File: src/rtl/settings_pkg.sv
// Shared types and constants for the memory-checker test sequencer and its address generator.
package settings_pkg;

    localparam int unsigned ADDR_W        = 6;
    localparam int unsigned AMM_BURST_W   = 11;
    localparam int unsigned BYTE_PER_WORD = 16;

    localparam logic [15:0] LFSR_SEED = 16'hACE1;
    // Right-shifting Fibonacci form of x^16+x^14+x^13+x^11+1: feedback from bits 0, 2, 3, 5.
    localparam logic [15:0] LFSR_TAPS = 16'h002D;

    typedef enum logic [1:0] {
        TestNone         = 2'd0,
        TestReadOnly     = 2'd1,
        TestWriteOnly    = 2'd2,
        TestWriteAndCheck = 2'd3
    } test_mode_type;

    typedef enum logic [2:0] {
        AddrFix  = 3'd0,
        AddrInc  = 3'd1,
        AddrRun1 = 3'd2,
        AddrRun0 = 3'd3,
        AddrRnd  = 3'd4
    } addr_mode_type;

    typedef enum logic {
        DataFixed = 1'b0,
        DataLfsr  = 1'b1
    } data_mode_type;

    typedef enum logic [2:0] {
        StIdle,
        StLoad,
        StIssue,
        StDrain,
        StDone
    } seq_state_e;

    typedef struct packed {
        logic [ADDR_W-1:0]        addr;
        logic [AMM_BURST_W-1:0]   burst;
        logic [BYTE_PER_WORD-1:0] start_mask;
        logic [BYTE_PER_WORD-1:0] end_mask;
        logic [7:0]               data_ptrn;
        data_mode_type            data_ptrn_type;
    } pkt_struct_t;

    function automatic logic [15:0] lfsr_step(input logic [15:0] cur);
        return {^(cur & LFSR_TAPS), cur[15:1]};
    endfunction

endpackage

File: src/rtl/mem_test_addr_gen.sv
// Mode-selected word-address generator. addr_o reflects this cycle's load/advance strobes so the
// caller can register the new address on the same edge that applies them.
module mem_test_addr_gen
    import settings_pkg::*;
(
    input  logic              clk_i,
    input  logic              rst_i,
    input  logic              load_i,
    input  logic              adv_i,
    input  addr_mode_type     mode_i,
    input  logic [ADDR_W-1:0] base_i,
    input  logic [ADDR_W-1:0] step_i,
    output logic [ADDR_W-1:0] addr_o
);

    localparam int unsigned       RunW    = $clog2(ADDR_W);
    localparam logic [RunW-1:0]   RunLast = RunW'(ADDR_W - 1);
    localparam logic [ADDR_W-1:0] One     = ADDR_W'(1);

    logic [ADDR_W-1:0] inc_q, inc_d;
    logic [RunW-1:0]   run_q, run_d;
    logic [15:0]       lfsr_q, lfsr_d;

    always_comb begin
        inc_d  = inc_q;
        run_d  = run_q;
        lfsr_d = lfsr_q;
        if (load_i) begin
            inc_d  = base_i;
            run_d  = '0;
            lfsr_d = LFSR_SEED;
        end else if (adv_i) begin
            inc_d  = inc_q + step_i;
            run_d  = (run_q == RunLast) ? '0 : run_q + RunW'(1);
            lfsr_d = lfsr_step(lfsr_q);
        end
    end

    always_comb begin
        case (mode_i)
            AddrInc:  addr_o = inc_d;
            AddrRun1: addr_o = One << run_d;
            AddrRun0: addr_o = ~(One << run_d);
            AddrRnd:  addr_o = lfsr_d[ADDR_W-1:0];
            default:  addr_o = base_i;
        endcase
    end

    always_ff @(posedge clk_i) begin
        if (rst_i) begin
            inc_q  <= '0;
            run_q  <= '0;
            lfsr_q <= LFSR_SEED;
        end else begin
            inc_q  <= inc_d;
            run_q  <= run_d;
            lfsr_q <= lfsr_d;
        end
    end

endmodule

File: src/rtl/mem_test_sequencer.sv
// Sequences one memory-checker run: latches settings on start, issues the packet stream and
// reports done once every read has returned. Field widths come from settings_pkg.
module mem_test_sequencer
    import settings_pkg::*;
#(
    parameter int unsigned OUTST_W = 8
) (
    input  logic                     clk_i,
    input  logic                     rst_i,
    input  logic                     start_i,
    input  logic                     stop_i,
    input  test_mode_type            test_mode_i,
    input  addr_mode_type            addr_mode_i,
    input  data_mode_type            data_mode_i,
    input  logic [ADDR_W-1:0]        base_addr_i,
    input  logic [AMM_BURST_W-1:0]   burst_i,
    input  logic [31:0]              trans_cnt_i,
    input  logic [BYTE_PER_WORD-1:0] start_mask_i,
    input  logic [BYTE_PER_WORD-1:0] end_mask_i,
    input  logic [7:0]               data_ptrn_i,
    output logic                     pkt_valid_o,
    input  logic                     pkt_ready_i,
    output pkt_struct_t              pkt_o,
    output logic                     pkt_wr_o,
    input  logic                     rd_cpl_i,
    output logic                     busy_o,
    output logic                     done_o
);

    seq_state_e               state_q;
    test_mode_type            test_mode_q;
    addr_mode_type            addr_mode_q;
    data_mode_type            data_mode_q;
    logic [ADDR_W-1:0]        base_q;
    logic [AMM_BURST_W-1:0]   burst_q;
    logic [31:0]              trans_q, pkt_cnt_q;
    logic [BYTE_PER_WORD-1:0] smask_q, emask_q;
    logic [7:0]               ptrn_q;
    logic [OUTST_W-1:0]       outst_q, outst_d;
    pkt_struct_t              pkt_q;
    logic                     valid_q, wr_q, busy_q, done_q;

    logic              hs, rd_hs, pkt_done, last_pkt, gen_load, gen_adv, outst_dec;
    logic              next_wr, can_issue;
    logic [ADDR_W-1:0] gen_addr;

    mem_test_addr_gen u_addr_gen (
        .clk_i  (clk_i),
        .rst_i  (rst_i),
        .load_i (gen_load),
        .adv_i  (gen_adv),
        .mode_i (addr_mode_q),
        .base_i (base_q),
        .step_i (burst_q[ADDR_W-1:0]),
        .addr_o (gen_addr)
    );

    always_comb begin
        hs        = valid_q & pkt_ready_i;
        rd_hs     = hs & ~wr_q;
        // A write-and-check pair only counts as one packet once its read half is accepted.
        pkt_done  = hs & (~wr_q | (test_mode_q != TestWriteAndCheck));
        last_pkt  = pkt_done & ((pkt_cnt_q + 32'd1) == trans_q);
        gen_load  = (state_q == StLoad);
        gen_adv   = (state_q == StIssue) & pkt_done & ~last_pkt;
        outst_dec = rd_cpl_i & (outst_q != '0);
        outst_d   = outst_q + OUTST_W'(rd_hs) - OUTST_W'(outst_dec);
        case (test_mode_q)
            TestReadOnly:  next_wr = 1'b0;
            TestWriteOnly: next_wr = 1'b1;
            default:       next_wr = (state_q == StLoad) ? 1'b1 : (wr_q ^ hs);
        endcase
        // Never offer a read that could overflow the outstanding counter.
        can_issue = next_wr | (outst_d != '1);
    end

    always_ff @(posedge clk_i) begin
        if (rst_i) begin
            state_q     <= StIdle;
            test_mode_q <= TestNone;
            addr_mode_q <= AddrFix;
            data_mode_q <= DataFixed;
            base_q      <= '0;
            burst_q     <= '0;
            trans_q     <= '0;
            pkt_cnt_q   <= '0;
            smask_q     <= '0;
            emask_q     <= '0;
            ptrn_q      <= '0;
            outst_q     <= '0;
            pkt_q       <= '0;
            valid_q     <= 1'b0;
            wr_q        <= 1'b0;
            busy_q      <= 1'b0;
            done_q      <= 1'b0;
        end else if (stop_i && (state_q != StIdle)) begin
            state_q <= StIdle;
            outst_q <= '0;
            valid_q <= 1'b0;
            busy_q  <= 1'b0;
            done_q  <= 1'b0;
        end else begin
            outst_q <= outst_d;
            done_q  <= 1'b0;
            case (state_q)
                StIdle: begin
                    if (start_i && (test_mode_i != TestNone)) begin
                        test_mode_q <= test_mode_i;
                        addr_mode_q <= addr_mode_i;
                        data_mode_q <= data_mode_i;
                        base_q      <= base_addr_i;
                        burst_q     <= burst_i;
                        trans_q     <= trans_cnt_i;
                        smask_q     <= start_mask_i;
                        emask_q     <= end_mask_i;
                        ptrn_q      <= data_ptrn_i;
                        busy_q      <= 1'b1;
                        state_q     <= StLoad;
                    end
                end
                StLoad: begin
                    pkt_cnt_q <= '0;
                    pkt_q     <= '{addr: gen_addr, burst: burst_q, start_mask: smask_q,
                                   end_mask: emask_q, data_ptrn: ptrn_q,
                                   data_ptrn_type: data_mode_q};
                    wr_q      <= next_wr;
                    if (trans_q == '0) begin
                        state_q <= StDone;
                        done_q  <= 1'b1;
                    end else begin
                        state_q <= StIssue;
                        valid_q <= can_issue;
                    end
                end
                StIssue: begin
                    if (pkt_done) pkt_cnt_q <= pkt_cnt_q + 32'd1;
                    if (last_pkt) begin
                        valid_q <= 1'b0;
                        state_q <= StDrain;
                    end else begin
                        if (hs) begin
                            pkt_q.addr <= gen_addr;
                            wr_q       <= next_wr;
                        end
                        valid_q <= (valid_q & ~hs) | can_issue;
                    end
                end
                StDrain: begin
                    if (outst_q == '0) begin
                        state_q <= StDone;
                        done_q  <= 1'b1;
                    end
                end
                StDone: begin
                    state_q <= StIdle;
                    busy_q  <= 1'b0;
                end
                default: state_q <= StIdle;
            endcase
        end
    end

    assign pkt_valid_o = valid_q;
    assign pkt_o       = pkt_q;
    assign pkt_wr_o    = wr_q;
    assign busy_o      = busy_q;
    assign done_o      = done_q;

endmodule

File: config.mk
export PLATFORM = sky130hd
export DESIGN_NAME = mem_test_sequencer
export DESIGN_NICKNAME = d
export VERILOG_FILES = /design/src/rtl/settings_pkg.sv /design/src/rtl/mem_test_addr_gen.sv /design/src/rtl/mem_test_sequencer.sv
export SDC_FILE = /design/constraint.sdc
export NUM_CORES = 1
export LEC_CHECK = 0
export ABC_AREA = 1
export CAP_MARGIN = 15
export CORE_ASPECT_RATIO = 1.2
export CORE_MARGIN = 1.5
export CORE_UTILIZATION = 59
export CTS_CLUSTER_DIAMETER = 30
export DETAILED_ROUTE_END_ITERATION = 8
export PLACE_DENSITY = 0.95
export SLEW_MARGIN = 20
export SYNTH_ARGS = -nofsm -noshare
export SYNTH_HDL_FRONTEND = slang
export SYNTH_SLANG_ARGS = --single-unit
File: constraint.sdc
create_clock -name clk_i -period 4.51 [get_ports clk_i]
set_input_delay 0.451 -clock clk_i [delete_from_list [all_inputs] [get_ports clk_i]]
set_output_delay 0.451 -clock clk_i [all_outputs]
set_load 0.03 [all_outputs]
### Wiring by layer, run 1

Drawn at 2 px/um. Only two layers are drawn.
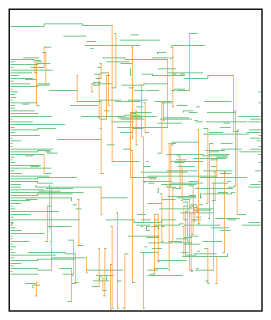
| color | layer | wire length |
|---|---|---|
| green | metal 3 | 2860 um |
| orange | metal 4 | 1800 um |
total via count in the routed design: 11100
combined global-route utilization of all metal layers: 0.335

### Zoomed window, run 1

Region (48, 90) to (78, 120) um. Cells in gray, sequential cells in the stronger gray; small squares are vias.
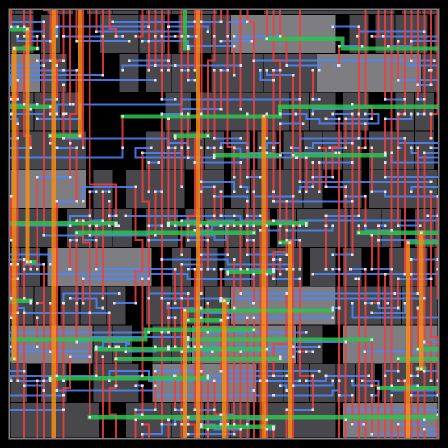
| color | layer |
|---|---|
| blue | metal 1 |
| red | metal 2 |
| green | metal 3 |
| orange | metal 4 |
cells with their middle in the window: 111
most frequent: nand2_1 (22), nand3_1 (19), inv_1 (15)
netlist names of flops here include: `u_addr_gen.lfsr_q` (6)
sequential cells in the window: 10

### Selected gate families, run 1

Drawn at 3 px/um.
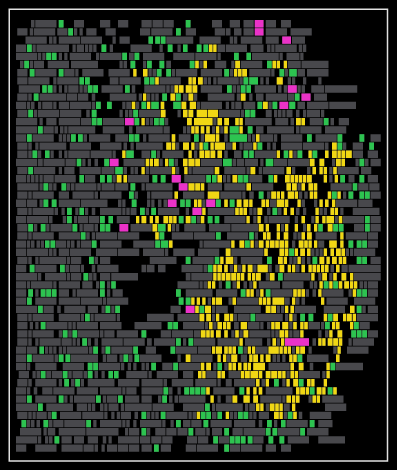
| color | family | cells |
|---|---|---|
| magenta | XOR/XNOR gates | 16 |
| yellow | NAND gates | 433 |
| green | inverting AOI/OAI gates | 298 |
top logic cell by instance count in the layout: nor2_1
share of the final layout cell area in multi-input gates: 0.389
number of cells in the finished layout apart from fillers: 1958

==> summary.log, run 1 <==
[outcome] status finished clean
[logic_synthesis] FF+latch count, synth 225
[detailed_routing] Metal-1 WL 11700 um
[logic_synthesis] main logic family after synthesis simple AND/OR/NAND/NOR gates
[clock_network] worst-skew pair later-pin latency 0.52 ns
[logic_synthesis] adder-cell area share of the yosys netlist 0.0273
[critical_path] startpoint kind of the worst setup timing path flip-flop
[timing] setup-violating endpoint count in the final report 0
[detailed_routing] first-iteration detailed-routing DRC count 1013
[clock_network] clock tree sinks 225
[placement] area of placed instances 12400 um^2
[timing] fin crit period 3.63 ns
[placement] number of instances in the placed design 1886
[grt] met3 usage 0.0849
[layout] Post-Layout Inst Area 13700 um^2
[layout] fraction of layout instances using a drive strength above 1 0.0679
[floorplan] cell row count 53
[clock_network] CTS HTree Levels 2
[critical_path] Levels on crit path 21
[logic_synthesis] multiplexer share of the synthesized area 0
## run 1: flip-flops by register name, summed over array words and instances (netlist names), 2 cells and up
name               count
addr_mode_q            3
base_q                 6
burst_q               11
emask_q               16
outst_q                8
pkt_cnt_q             32
pkt_o                 58
ptrn_q                 8
smask_q               16
state_q                3
test_mode_q            2
trans_q               32
u_addr_gen.inc_q       6
u_addr_gen.lfsr_q     16
u_addr_gen.run_q       3
## run 1: cell type report
class	count	share of cell area
clock buffer	52	0.0792
clock inverter	20	0.0186
inverter	147	0.0406
multi-input combinational	1123	0.389
sequential	225	0.328
tap	220	0.0201
timing repair buffer	171	0.124
## run 1: metrics by stage
step                      setup WS (ns)   util
after detailed placement          0.822  0.704
after global routing              0.635  0.781
after CTS                         0.993  0.781
after global placement            0.952  0.704
final                             0.877  0.781
after floorplan                    1.62      -
### The metal 1 layer, run 1

Drawn at 2 px/um. Supply wires on this layer in gray.
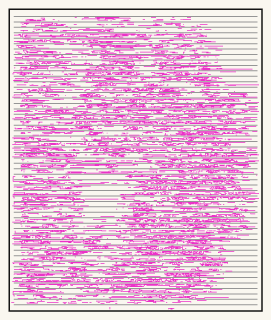

==> run 1 -> run 2 <==
--- a/config.mk
+++ b/config.mk
@@ -9,10 +9,10 @@
 export CAP_MARGIN = 15
 export CORE_ASPECT_RATIO = 1.2
 export CORE_MARGIN = 1.5
-export CORE_UTILIZATION = 59
+export CORE_UTILIZATION = 49
 export CTS_CLUSTER_DIAMETER = 30
 export DETAILED_ROUTE_END_ITERATION = 8
-export PLACE_DENSITY = 0.95
+export PLACE_DENSITY = 0.86
 export SLEW_MARGIN = 20
 export SYNTH_ARGS = -nofsm -noshare
 export SYNTH_HDL_FRONTEND = slang
==> constraint.sdc (replaced) <==
create_clock -name clk_i -period 3 [get_ports clk_i]
set_input_delay 0.3 -clock clk_i [delete_from_list [all_inputs] [get_ports clk_i]]
set_output_delay 0.3 -clock clk_i [all_outputs]
set_load 0.03 [all_outputs]
### The metal 1 layer, run 2

Drawn at 2 px/um. Supply wires on this layer in gray.
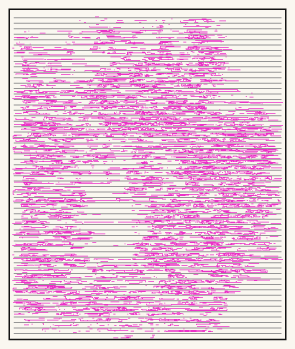
main direction: horizontal
wire length on this layer: 12600 um
longest straight run: 35.9 um
nets with wire on the layer: 1758
share of all routed wire: 39%
total via count in the routed design: 11300
GR Util met1: 0.304
total routed wirelength: 32600 um

### Selected gate families, run 2

Drawn at 3 px/um.
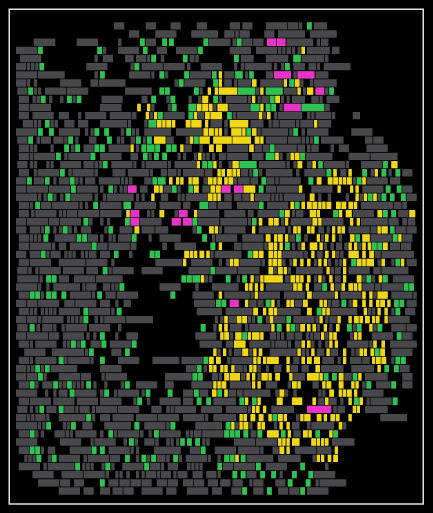
| color | family | cells |
|---|---|---|
| green | inverting AOI/OAI gates | 298 |
| magenta | XOR/XNOR gates | 16 |
| yellow | NAND gates | 434 |

==> run 2 against run 1 <==
Compared with the run above: the flow now finishes with violations (setup timing); clock power grew 59%; combinational power grew 67%; worst setup slack lost 0.88 ns; critical path type unchanged; clock skew shrank 0.0051 ns.
==> summary.log, run 2 <==
[layout] number of sequential cells 225
[timing] fin crit period 3.01 ns
[outcome] status finished with violations
[layout] biggest area consumer among cell classes multi-input combinational cells
[layout] layout multi-input combinational cell count 1124
[layout] clock buf count 53
[logic_synthesis] FF+latch count, synth 225
[detailed_routing] Metal-1 WL 12600 um
[clock_network] worst-skew pair later-pin latency 0.53 ns
[layout] number of cells in the finished layout apart from fillers 2068
[floorplan] cell row count 58
[floorplan] well tap count 270
[layout] count of inverters other than clock inverters in the layout 147
[critical_path] startpoint kind of the worst setup timing path flip-flop
[placement] area of placed instances 12700 um^2
[outcome] failing checks setup timing
[clock_network] clock tree sinks 225
[layout] non-clock buffer area fraction after layout 0.146
[layout] final core utilization 0.692
[timing] final setup margin -0.00764 ns
[timing] setup-violating endpoint count in the final report 3
[layout] share of the final layout cell area in multi-input gates 0.383
[timing] slew of the pin with the lowest slew margin 0.981 ns
[placement] worst slack after detailed placement -0.356 ns
[detailed_routing] first-iteration detailed-routing DRC count 839
-- run 2: cell types whose count changed in the layout (fill, tap and decap cells not counted), moves of 12 or more --
| cell | before | now |
|---|---|---|
| buf_4 | 8 | 57 |
| dfxtp_1 | 225 | 205 |
| dfxtp_2 | 0 | 18 |
| nor2_1 | 322 | 308 |
| nor2_2 | 3 | 15 |
-- run 2: cell families after synthesis --
logic type                 after synthesis  synth area share
and+or+nand+nor                        786             0.314
AOI/OAI and AO/OA                      299             0.145
DFF                                    225             0.423
buffers and inverters                  212            0.0764
adders and majority gates               22            0.0273
xor gates and xnor gates                16            0.0145
-- run 2: metal layers --
layer / track usage / up-vias
met3: 0.0700 / 130
li1: - / 5452
met4: 0.134 / 2
met5: 0 / -
met1: 0.304 / 5212
met2: 0.482 / 491
No activity file was given, so power comes from the tool's default toggle rates.
